**Drive-strength map**

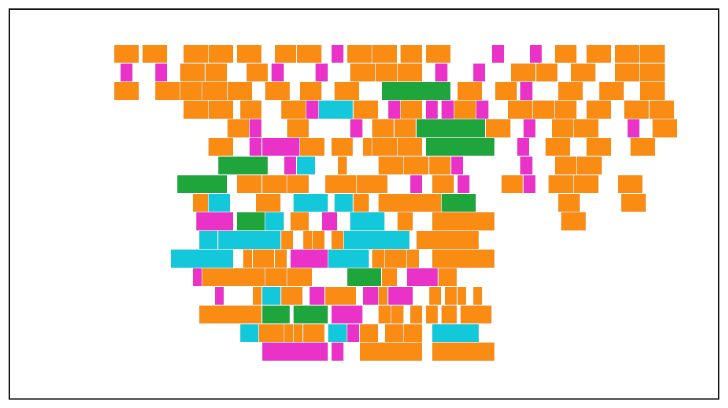
**Cells colored by class**

Scale bar: 20 um. Fill, decap, tap and diode cells in gray.
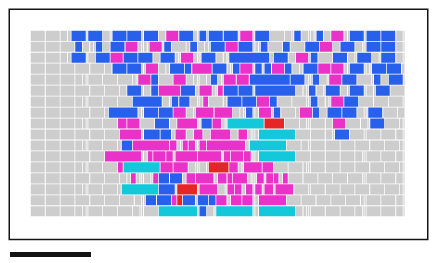
**Met2 routing**

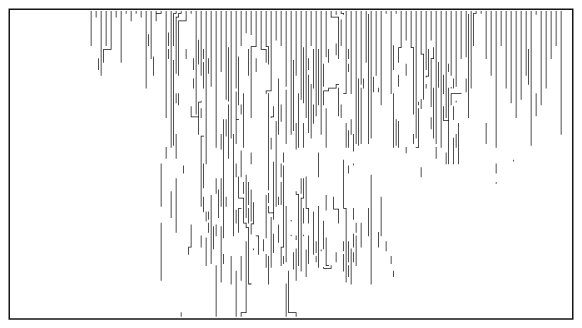
**Clock routing**

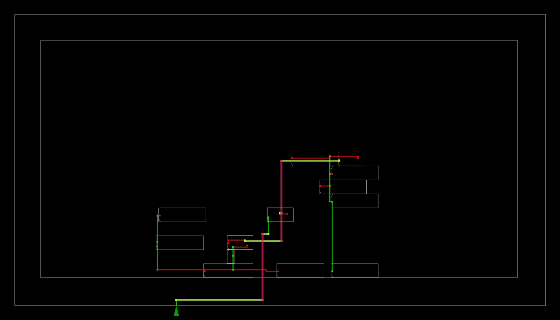
<file path="config.mk">
export PLATFORM = sky130hd
export DESIGN_NAME = mem_arbiter
export DESIGN_NICKNAME = d
export VERILOG_FILES = /design/src/rtl/mem_arbiter.sv
export SDC_FILE = /design/constraint.sdc
export NUM_CORES = 1
export LEC_CHECK = 0
export CORE_ASPECT_RATIO = 0.5
export CORE_MARGIN = 5
export CORE_UTILIZATION = 27
export CTS_CLUSTER_SIZE = 12
export DETAILED_ROUTE_END_ITERATION = 8
export HOLD_SLACK_MARGIN = 0.06
export PLACE_DENSITY = 0.81
export SETUP_SLACK_MARGIN = 0.4
export SYNTH_ARGS = -nofsm -noshare
export SYNTH_HDL_FRONTEND = slang
export SYNTH_SLANG_ARGS = --single-unit
</file>
<file path="constraint.sdc">
create_clock -name clk -period 2.4 [get_ports clk]
set_clock_uncertainty 0.15 [all_clocks]
set_input_delay 0.36 -clock clk [delete_from_list [all_inputs] [get_ports clk]]
set_output_delay 0.36 -clock clk [all_outputs]
set_load 0.005 [all_outputs]
</file>
<file path="src/rtl/mem_arbiter.sv">
// mem_arbiter: round-robin arbiter sharing one synchronous RAM port between the
// CPU controller (master 0) and a loader/DMA master (master 1), with WAIT extra cycles per access.
module mem_arbiter #(
  parameter int ADDR_W = 9,
  parameter int DATA_W = 16,
  parameter int WAIT   = 0
) (
  input  logic              clk,
  input  logic              reset,
  input  logic              m0_req,
  input  logic [1:0]        m0_cmd,
  input  logic [ADDR_W-1:0] m0_addr,
  input  logic [DATA_W-1:0] m0_wdata,
  input  logic              m1_req,
  input  logic [1:0]        m1_cmd,
  input  logic [ADDR_W-1:0] m1_addr,
  input  logic [DATA_W-1:0] m1_wdata,
  output logic              m0_gnt,
  output logic              m1_gnt,
  output logic              m0_done,
  output logic              m1_done,
  output logic              m0_rvalid,
  output logic              m1_rvalid,
  output logic [DATA_W-1:0] m0_rdata,
  output logic [DATA_W-1:0] m1_rdata,
  output logic [1:0]        mem_cmd,
  output logic [ADDR_W-1:0] mem_addr,
  output logic [DATA_W-1:0] mem_wdata,
  input  logic [DATA_W-1:0] mem_rdata
);

  localparam logic [1:0] MNONE  = 2'b00;
  localparam logic [1:0] MREAD  = 2'b01;
  localparam logic [1:0] MWRITE = 2'b10;
  localparam logic [3:0] WAIT_C = 4'(WAIT);

  typedef enum logic [1:0] {
    IDLE = 2'b00,
    G0   = 2'b01,
    G1   = 2'b10
  } state_t;

  state_t      state_q, state_d;
  logic        last_q, last_d;
  logic [3:0]  cnt_q, cnt_d;
  logic        rvalid0_q, rvalid0_d;
  logic        rvalid1_q, rvalid1_d;
  logic        v0_s, v1_s;

  // Requests with MNONE or the reserved encoding are never eligible.
  assign v0_s = m0_req & ((m0_cmd == MREAD) | (m0_cmd == MWRITE));
  assign v1_s = m1_req & ((m1_cmd == MREAD) | (m1_cmd == MWRITE));

  assign m0_rvalid = rvalid0_q;
  assign m1_rvalid = rvalid1_q;
  assign m0_rdata  = mem_rdata;
  assign m1_rdata  = mem_rdata;

  always_ff @(posedge clk or posedge reset) begin
    if (reset) begin
      state_q   <= IDLE;
      last_q    <= 1'b1;
      cnt_q     <= 4'd0;
      rvalid0_q <= 1'b0;
      rvalid1_q <= 1'b0;
    end else begin
      state_q   <= state_d;
      last_q    <= last_d;
      cnt_q     <= cnt_d;
      rvalid0_q <= rvalid0_d;
      rvalid1_q <= rvalid1_d;
    end
  end

  always_comb begin
    state_d   = state_q;
    last_d    = last_q;
    cnt_d     = cnt_q;
    rvalid0_d = 1'b0;
    rvalid1_d = 1'b0;
    m0_gnt    = 1'b0;
    m1_gnt    = 1'b0;
    m0_done   = 1'b0;
    m1_done   = 1'b0;
    mem_cmd   = MNONE;
    mem_addr  = '0;
    mem_wdata = '0;
    case (state_q)
      IDLE: begin
        // On a tie, the master that was not granted last wins.
        if (v0_s && (!v1_s || last_q)) begin
          state_d = G0;
          last_d  = 1'b0;
          cnt_d   = WAIT_C;
        end else if (v1_s) begin
          state_d = G1;
          last_d  = 1'b1;
          cnt_d   = WAIT_C;
        end else begin
          state_d = IDLE;
        end
      end
      G0: begin
        m0_gnt    = 1'b1;
        mem_cmd   = m0_cmd;
        mem_addr  = m0_addr;
        mem_wdata = m0_wdata;
        if (cnt_q != 4'd0) begin
          cnt_d = cnt_q - 4'd1;
        end else begin
          m0_done   = 1'b1;
          rvalid0_d = (m0_cmd == MREAD);
          // Only the other master is considered, so the finisher cannot be re-granted at once.
          if (v1_s) begin
            state_d = G1;
            last_d  = 1'b1;
            cnt_d   = WAIT_C;
          end else begin
            state_d = IDLE;
          end
        end
      end
      G1: begin
        m1_gnt    = 1'b1;
        mem_cmd   = m1_cmd;
        mem_addr  = m1_addr;
        mem_wdata = m1_wdata;
        if (cnt_q != 4'd0) begin
          cnt_d = cnt_q - 4'd1;
        end else begin
          m1_done   = 1'b1;
          rvalid1_d = (m1_cmd == MREAD);
          if (v0_s) begin
            state_d = G0;
            last_d  = 1'b0;
            cnt_d   = WAIT_C;
          end else begin
            state_d = IDLE;
          end
        end
      end
      default: begin
        state_d = IDLE;
      end
    endcase
  end

endmodule

</file>
==> results.py <==
# Physical implementation metrics
metrics = {
    "layout": {
        "fin_cells": 260,
        "regArea_um2": 226,
        "layout.nets": 285,
        "inv_count": 7,
        "diodes": 0,
        "final-clk-cell-share": 0.0220,
        "drive_above_1_share": 0.330,
        "comb_area_share": 0.355,
        "top_regs": "cnt_q x4, state_q x2",
        "n_fill_cell": 391,
        "buf_share": 0.465,
        "comb_cells": 79,
        "regMostFlops": "cnt_q",
        "largest_reg_flops": 4,
        "dominant_cells": "non-clock buffers",
        "clkbuf_count": 4,
        "comb_area_um2": 727,
    },
    "placed_design": {
        "place_ws_ps": 77.0,
        "gp_congestion": 0.916,
        "dp_cells": 247,
        "dpl.hpwl_um": 3390,
        "io_buffer_count": 90,
        "placed_area_um2": 1950,
    },
    "pwr": {
        "p_seq_frac": 0.183,
        "p_switching_uw": 433,
        "ir_worst_vdd_v": 0.000243,
        "p_clk_frac": 0.148,
        "power.total_uw": 1190,
        "p_comb_frac": 0.670,
        "pwr_density_cell_nw_per_um2": 579,
        "intPower_uw": 753,
        "p_sw_frac": 0.365,
        "p_leak_uw": 0.000915,
    },
    "global_route": {
        "grt_max_degree": 28,
        "overflow": 0,
        "grt_pass1_wl_um": 6720,
        "grt_pass1_vias": 1214,
        "grt.total_usage": 0.148,
        "antenna_found_initial": 0,
    },
    "critical_path": {
        "required_ps": 1890,
        "end_kind": "primary output",
        "rr_worst_depth": 8,
        "cp_max_fo": 7,
        "startpoint": "state_q[0]$_DFFE_PP0P_",
        "r2r_end": "cnt_q[1]$_DFFE_PP0P_",
        "cp-start-kind": "flip-flop",
        "cp-endpoint": "mem_cmd[0]",
        "path_class": "reg -> out",
        "reg2reg_from": "state_q[0]$_DFFE_PP0P_",
        "r2r_slack_ps": 410,
        "worstPathArrival_ps": 1650,
    },
    "yosys": {
        "synth_area_per_cell_um2": 8.80,
        "ys_seq_frac": 0.192,
        "aoi_share": 0.314,
        "top_logic_kind": "AND-OR/OR-AND gates",
        "synthCells": 134,
        "ys_ff": 9,
        "synth_cell_types": 31,
        "ys_sh_mux": 0,
        "ys_cells": 134,
        "synthXorXnorAreaFrac": 0,
        "synth-edff-count": 0,
        "async_reset_ff_frac": 1.00,
        "synth-simple-area-share": 0.165,
        "yosysWarningCount": 0,
        "syn-num-nets": 215,
        "ys_sh_adder": 0.0743,
        "ys.flop_type": "dfrtp_1",
        "synth_chip_area_um2": 1180,
        "syn_area_um2": 1180,
    },
    "routing": {
        "wl_um": 4510,
        "first_iter_violations": 93,
        "dr.pass1.iters": 4,
        "drc": 0,
        "vias": 1186,
        "wl_per_cell_um": 17.4,
        "ant_nets": 0,
        "viasPerCell": 4.56,
    },
    "cts": {
        "path_clk_slew_ps": 40,
        "cts_setup_buffers": 6,
        "cts_hold_buf": 0,
        "htree_levels": 1,
        "cts_resized": 127,
        "cts_buffers": 3,
        "clk_latency_ps": 230,
        "root_buffer": "clkbuf_8",
        "cts_tree": "built",
        "clockBufferDepth": 2,
        "cts_sinks": 9,
    },
    "timing": {
        "hold_viol": 0,
        "fin_hold_ws_ps": 234,
        "drv_slew": 0,
        "tns_ps": 0,
        "setup_viol": 0,
        "fin_crit_ps": 2160,
        "period_used_share": 0.901,
        "tightest_slew_ps": 339,
        "rsz0062_at_grt": "true",
        "maxSlewHeadroom": 0.774,
        "fmax_ghz": 0.462,
    },
    "die": {
        "boundaryPins": 139,
        "core_util_floorplan": 0.274,
        "die_w_um": 103,
        "n_tap_cell": 57,
        "die_h_um": 56.7,
        "chipArea_um2": 5870,
    },
    "flow_run": {
        "drv_cap": 0,
        "warnings": 31,
    },
    "worst_hold_path": {
        "hold_path.class": "in -> async",
    },
    "status": {
        "status": "completed",
    },
}
Notes on 'drive-strength map' above:
size	color	cells	share
drive 3 to 4	cyan	16	7.9%
drive 2	magenta	41	20%
drive 1 or less	orange	136	67%
drive 6 and up	green	10	4.9%
fin worst setup slack: 237 ps
Layout Area Growth over Synthesis: 73.7%
bufs w/o clock: 104
cell area after layout: 2050 um^2

Notes on 'cells colored by class' above:
class	color	cells	share of their area
clock drivers and dummy loads	red	4	2.3%
all other logic	magenta	86	38%
other buffers and delay cells	blue	104	48%
flops	cyan	9	11%
Final Util: 0.476
row cnt: 17
flop share of the area: 0.111
area of the core: 4300 um^2

Notes on 'met2 routing' above:
nets with wire on the layer	226
share of all routed wire	50%
main direction	vertical

Notes on 'clock routing' above:
number of flip-flops and latches: 9
P_clk: 175 uW

synthesized netlist by cell type, types with 3 or more instances:
master    instances  area (um^2)
buf_4            32          240
a22o_1           27          236
nand3b_1          3         22.5
inv_1             7         26.3
nand2b_1          3         18.8
ha_1              7         87.6
a21oi_1           7         35.0
dfrtp_1           8          200
and2_1            4         25.0
nor3_1            4         20.0
buf_2             6         30.0
power by group through the flow:
stage / Clock (uW) / Combinational [uW] / Sequential (uW)
after floorplan: 0 / 419 / 212
after global placement: 0 / 714 / 219
after detailed placement: 0 / 722 / 222
after CTS: 183 / 763 / 217
after global routing: 196 / 867 / 220
final: 175 / 794 / 217
per-layer routing:
metal  global-route usage  share of wire
met1                0.195           0.45
met2                0.243           0.50
met3               0.0298          0.042
met4               0.0406         0.0080
met5                    0              0
kinds of logic after synthesis:
| family | after synthesis |
|---|---|
| AOI/OAI and AO/OA | 45 |
| DFF | 9 |
| buffers and inverters | 46 |
| adders and majority gates | 7 |
| and+or+nand+nor | 27 |
critical path: stages (launching register included):
cell and delay [ps]:
dfrtp_1 390, inv_2 100, ha_4 210, and2_4 190
buf_16 150, a22o_1 230, buf_2 140
placed cells by master, fill, tap and decap left out, types with 2 or more instances in the layout:
cell type	count
a21oi_1	7
a22o_1	27
and2_1	3
buf_12	2
buf_16	3
buf_2	28
buf_4	7
buf_6	2
clkbuf_8	3
clkdlybuf4s50_1	59
dfrtp_1	8
dlygate4sd2_1	2
ha_1	3
ha_2	2
ha_4	2
inv_1	5
inv_2	2
nand2_1	2
nand2b_4	3
nand3b_1	3
nor2_1	2
nor2_2	2
nor3_1	3
o21a_1	2
o21ai_0	2
o41ai_1	2
No activity file was given, so power comes from the tool's default toggle rates.
